**Placed cells, one color a class**

Fill, decap, tap and diode cells in gray.
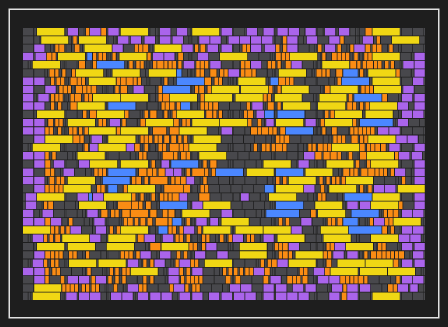
**Wiring heat map**

Bar = 50 um. 28 x 20 tiles, from black (low) to pale yellow (high), scaled to the fullest tile. Values are wire area over tile area, all layers added.
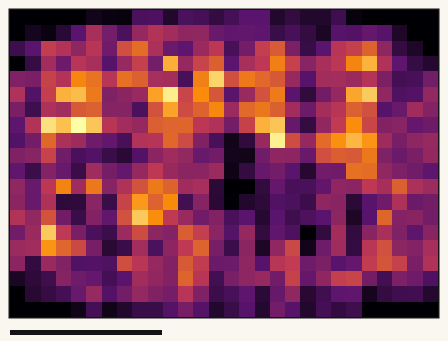
**Placed standard cells**

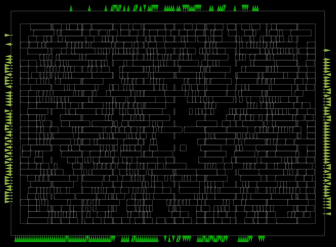
--- src/rtl/mem_port_arbiter.sv ---
// Shares one single-port word memory between instruction fetch and the MEM stage.
// It raises one-cycle ready/error pulses and a combinational pipeline stall.
module mem_port_arbiter #(
  parameter int DataWidth     = 32,
  parameter int AddrWidth     = 12,
  parameter int TimeoutCycles = 16,
  parameter int DataBurstMax  = 2
) (
  input  logic                 Clk,
  input  logic                 Rst,
  input  logic                 InstRead,
  input  logic [31:0]          InstAddr,
  output logic [DataWidth-1:0] Instruction,
  output logic                 InstReady,
  input  logic                 DataRead,
  input  logic                 DataWrite,
  input  logic [31:0]          DataAddr,
  input  logic [DataWidth-1:0] DataWrData,
  output logic [DataWidth-1:0] DataRdData,
  output logic                 DataReady,
  output logic                 AlignErr,
  output logic                 BusErr,
  output logic                 PipeStall,
  output logic                 MemReq,
  output logic                 MemWe,
  output logic [AddrWidth-1:0] MemAddr,
  output logic [DataWidth-1:0] MemWrData,
  input  logic [DataWidth-1:0] MemRdData,
  input  logic                 MemAck
);

  localparam int TW = $clog2(TimeoutCycles);
  localparam int BW = $clog2(DataBurstMax + 1);
  localparam logic [TW-1:0] TLast = TW'(TimeoutCycles - 1);
  localparam logic [BW-1:0] BMax  = BW'(DataBurstMax);
  localparam logic [DataWidth-1:0] Poison =
    DataWidth'(32'hDEADBEEF);

  typedef enum logic [1:0] {IDLE, ACCESS, RESP} state_t;

  state_t          state;
  logic            gnt_data;
  logic            gnt_wr;
  logic [TW-1:0]   tcnt;
  logic [BW-1:0]   bcnt;

  logic            data_req;
  logic            pick_data;
  logic            pick_inst;
  logic            sel_wr;
  logic [31:0]     sel_addr;
  logic [DataWidth-1:0] rsp_data;
  logic            unused_addr_bits;

  assign unused_addr_bits = ^{InstAddr[31:AddrWidth+2],
                              DataAddr[31:AddrWidth+2]};

  always_comb begin
    data_req  = DataRead | DataWrite;
    // The data port wins unless it has starved a waiting fetch.
    pick_data = data_req & ~((bcnt == BMax) & InstRead);
    pick_inst = ~pick_data & InstRead;
    sel_wr    = pick_data & DataWrite;
    sel_addr  = pick_data ? DataAddr : InstAddr;
    rsp_data  = MemAck ? MemRdData : Poison;
  end

  assign PipeStall = (InstRead & ~InstReady) |
                     (data_req & ~DataReady);

  always_ff @(posedge Clk or negedge Rst) begin
    if (!Rst) begin
      state       <= IDLE;
      gnt_data    <= 1'b0;
      gnt_wr      <= 1'b0;
      tcnt        <= '0;
      bcnt        <= '0;
      Instruction <= '0;
      DataRdData  <= '0;
      InstReady   <= 1'b0;
      DataReady   <= 1'b0;
      AlignErr    <= 1'b0;
      BusErr      <= 1'b0;
      MemReq      <= 1'b0;
      MemWe       <= 1'b0;
      MemAddr     <= '0;
      MemWrData   <= '0;
    end else begin
      InstReady <= 1'b0;
      DataReady <= 1'b0;
      AlignErr  <= 1'b0;
      BusErr    <= 1'b0;
      if (!InstRead) bcnt <= '0;
      unique case (state)
        IDLE: begin
          if (pick_data | pick_inst) begin
            gnt_data <= pick_data;
            gnt_wr   <= sel_wr;
            if (pick_inst)
              bcnt <= '0;
            else if (InstRead && bcnt != BMax)
              bcnt <= bcnt + 1'b1;
            if (sel_addr[1:0] != 2'b00) begin
              state    <= RESP;
              AlignErr <= 1'b1;
              if (pick_data) begin
                DataReady <= 1'b1;
                if (!sel_wr) DataRdData <= '0;
              end else begin
                InstReady   <= 1'b1;
                Instruction <= '0;
              end
            end else begin
              state     <= ACCESS;
              MemReq    <= 1'b1;
              MemWe     <= sel_wr;
              MemAddr   <= sel_addr[AddrWidth+1:2];
              MemWrData <= sel_wr ? DataWrData : '0;
              tcnt      <= '0;
            end
          end
        end
        ACCESS: begin
          if (MemAck || tcnt == TLast) begin
            state  <= RESP;
            MemReq <= 1'b0;
            MemWe  <= 1'b0;
            BusErr <= ~MemAck;
            if (gnt_data) begin
              DataReady <= 1'b1;
              if (!gnt_wr) DataRdData <= rsp_data;
            end else begin
              InstReady   <= 1'b1;
              Instruction <= rsp_data;
            end
          end else begin
            tcnt <= tcnt + 1'b1;
          end
        end
        RESP:    state <= IDLE;
        default: state <= IDLE;
      endcase
    end
  end

endmodule

--- config.mk ---
export PLATFORM = sky130hd
export DESIGN_NAME = mem_port_arbiter
export DESIGN_NICKNAME = d
export VERILOG_FILES = /design/src/rtl/mem_port_arbiter.sv
export SDC_FILE = /design/constraint.sdc
export NUM_CORES = 1
export LEC_CHECK = 0
export ABC_AREA = 1
export CAP_MARGIN = 40
export CORE_ASPECT_RATIO = 0.7
export CORE_MARGIN = 4
export CORE_UTILIZATION = 45
export CTS_CLUSTER_SIZE = 14
export DETAILED_ROUTE_END_ITERATION = 8
export PLACE_DENSITY_LB_ADDON = 0.08
export SYNTH_ARGS = -nofsm -noshare
export SYNTH_HDL_FRONTEND = slang
export SYNTH_SLANG_ARGS = --single-unit
--- constraint.sdc ---
create_clock -name Clk -period 4 [get_ports Clk]
set_input_delay 0.8 -clock Clk [delete_from_list [all_inputs] [get_ports Clk]]
set_output_delay 0.8 -clock Clk [all_outputs]
set_load 0.01 [all_outputs]
==> summary.txt <==
Multi-input gate share of the layout cell area - 0.262
Leakage - 4.21 nW
Worst IR Drop VDD - 0.000464 V
Layout cell share with drive strength beyond 1 - 0.0678
Area delta synth->final - 50.9%
CP Max Fanout - 33
Detailed Route Iter0 Violations - 302
Most frequent logic cell in the layout - nand2_1
DP Area - 0.00777 mm^2
Fin area - 0.00839 mm^2
Worst Clk Skew - 0.0108 ns
Regs by FF count - DataRdData: 32 flops, Instruction: 32 flops, MemWrData: 32 flops
Top power group - combinational logic
Final non-filler cell total - 1057
Max Freq - 0.316 GHz
Sequential share of power - 0.328
WL met1 - 7.32 mm
Register-to-register setup slack - 1.42 ns
Final setup fails - 0
DR pass1 iterations - 7
Sw Pwr - 0.00228 W
Required time worst endpoint - 4.29 ns
Wire length on met3 - 1.47 mm
Number of buffers added on ports - 212
H-tree levels - 4
Setup TNS - 0 ns
Comb pwr share - 0.418
Vias per cell - 5.19
Biggest Area Class - flip-flops and latches
Floorplan utilization - 0.467
Synthesized area per cell - 8.11 um^2
Setup ws final - 0.840 ns
Pwr Total - 0.00628 W
Reg2reg end - Instruction[7]$_DFFE_PN0P_
Seq/total area - 0.370
Comb area leader - simple AND/OR/NAND/NOR gates
Kind of critical path - in -> reg
#FFs+latches synth - 124
Most frequent cells in the layout - nand2_1, clkdlybuf4s50_1, dfrtp_1, nand3_1, nor2_1
RSZ-0062 raised after global routing - no
Vias - 5486
Slew Limit Fails - 0
WP depth - 9
Nets at Floorplan - 821
Final nets - 1023
Yosys warnings - 0
Xor-xnor portion of the synthesized cell area - 0.00315
Core Util, Final - 0.705
Clock network power share - 0.254
PwrDens - 749 mW/mm^2
Final Cycle Share - 0.790
Adder Area Share - 0.00450
Post-DRT Antenna Nets - 0
Highest Signal Layer - met4
Internal Pwr Total - 0.00400 W
Tool warnings - 62
DR WL/cell - 16.1 um
Ports - 249
CTS tree - done
Crit path cell chain - clkdlybuf4s50_1 -> inv_2 -> nand2_1 -> nand3_1 -> buf_4 -> nand2_1 -> buf_4 -> nand2_1 -> nand2_1
Ys async rst share - 1.00
Slowest stage delay, CP - 0.67 ns
Overflow after GRT - 0
GR peak layer - met2
Area share, top type - 0.558
Die Footprint - 0.0142 mm^2
# DRC - 0
Syn Inst Count - 685
Area contributors post-synth - dfrtp_1, nand2_1, nand3_1, nor2_1, nand4_1
Met2 GRT Util - 0.396
Slowest cell on crit path - clkdlybuf4s50_1
GRT met3 Usage - 0.0706
CTS root buffer - clkbuf_16
Global Route Usage Sum - 0.242
And+or+nand+nor area frac - 0.379
Vias in the first global route - 5540
Critical path's top delay family - buffers and inverters
Post-synth top area cell - dfrtp_1
Worst-path clk slew - 0.06 ns
Mux area share - 0
TritonCTS Buffers - 17
Shortest period the worst path allows - 3.16 ns
Quantity of gates resized following cts - 0
Clock buffer depth - 2
Clk_buf instances - 20
Placed Cells - 1025
CP Launch Type - input pin
Met1 usage - 0.317
Status - finished clean
Clock group power - 0.00160 W
Hold/Removal Path Class - in -> async
Largest net degree at the start of global routing - 58
Post-Route WL - 17.0 mm
Sw Share - 0.363
Post-CTS Hold Buffers - 0
Number of enable flip-flop cells - 0
Comb gates - 501
Die Wd - 141 um
Combinational Area - 0.00219 mm^2
Yosys Instances - 685
Hold slack - 0.433 ns
Skew-Pair Late Insertion Delay - 0.41 ns
P_seq - 0.00206 W
Top_reg_cell synth - dfrtp_1
Non-CTS buffers - 223
Worst Setup EP - Instruction[7]$_DFFE_PN0P_
Combinational power - 0.00262 W
About 'placed cells, one color a class':
color	class	cells
purple	remaining buffers and delay cells	223
orange	combinational and other logic	521
blue	clock drivers and dummy loads	32
yellow	sequential cells	124

About 'wiring heat map':
fullest tile	0.55
tiles over half the peak	22%
mean over tiles	0.20
nearly empty tiles	5.4%

About 'placed standard cells':
Flops: 124
tapcell count: 157
tally of filler cells in the layout: 892
core area: 0.0119 mm^2
Rows: 33

Power and IR drop assume default switching activity.
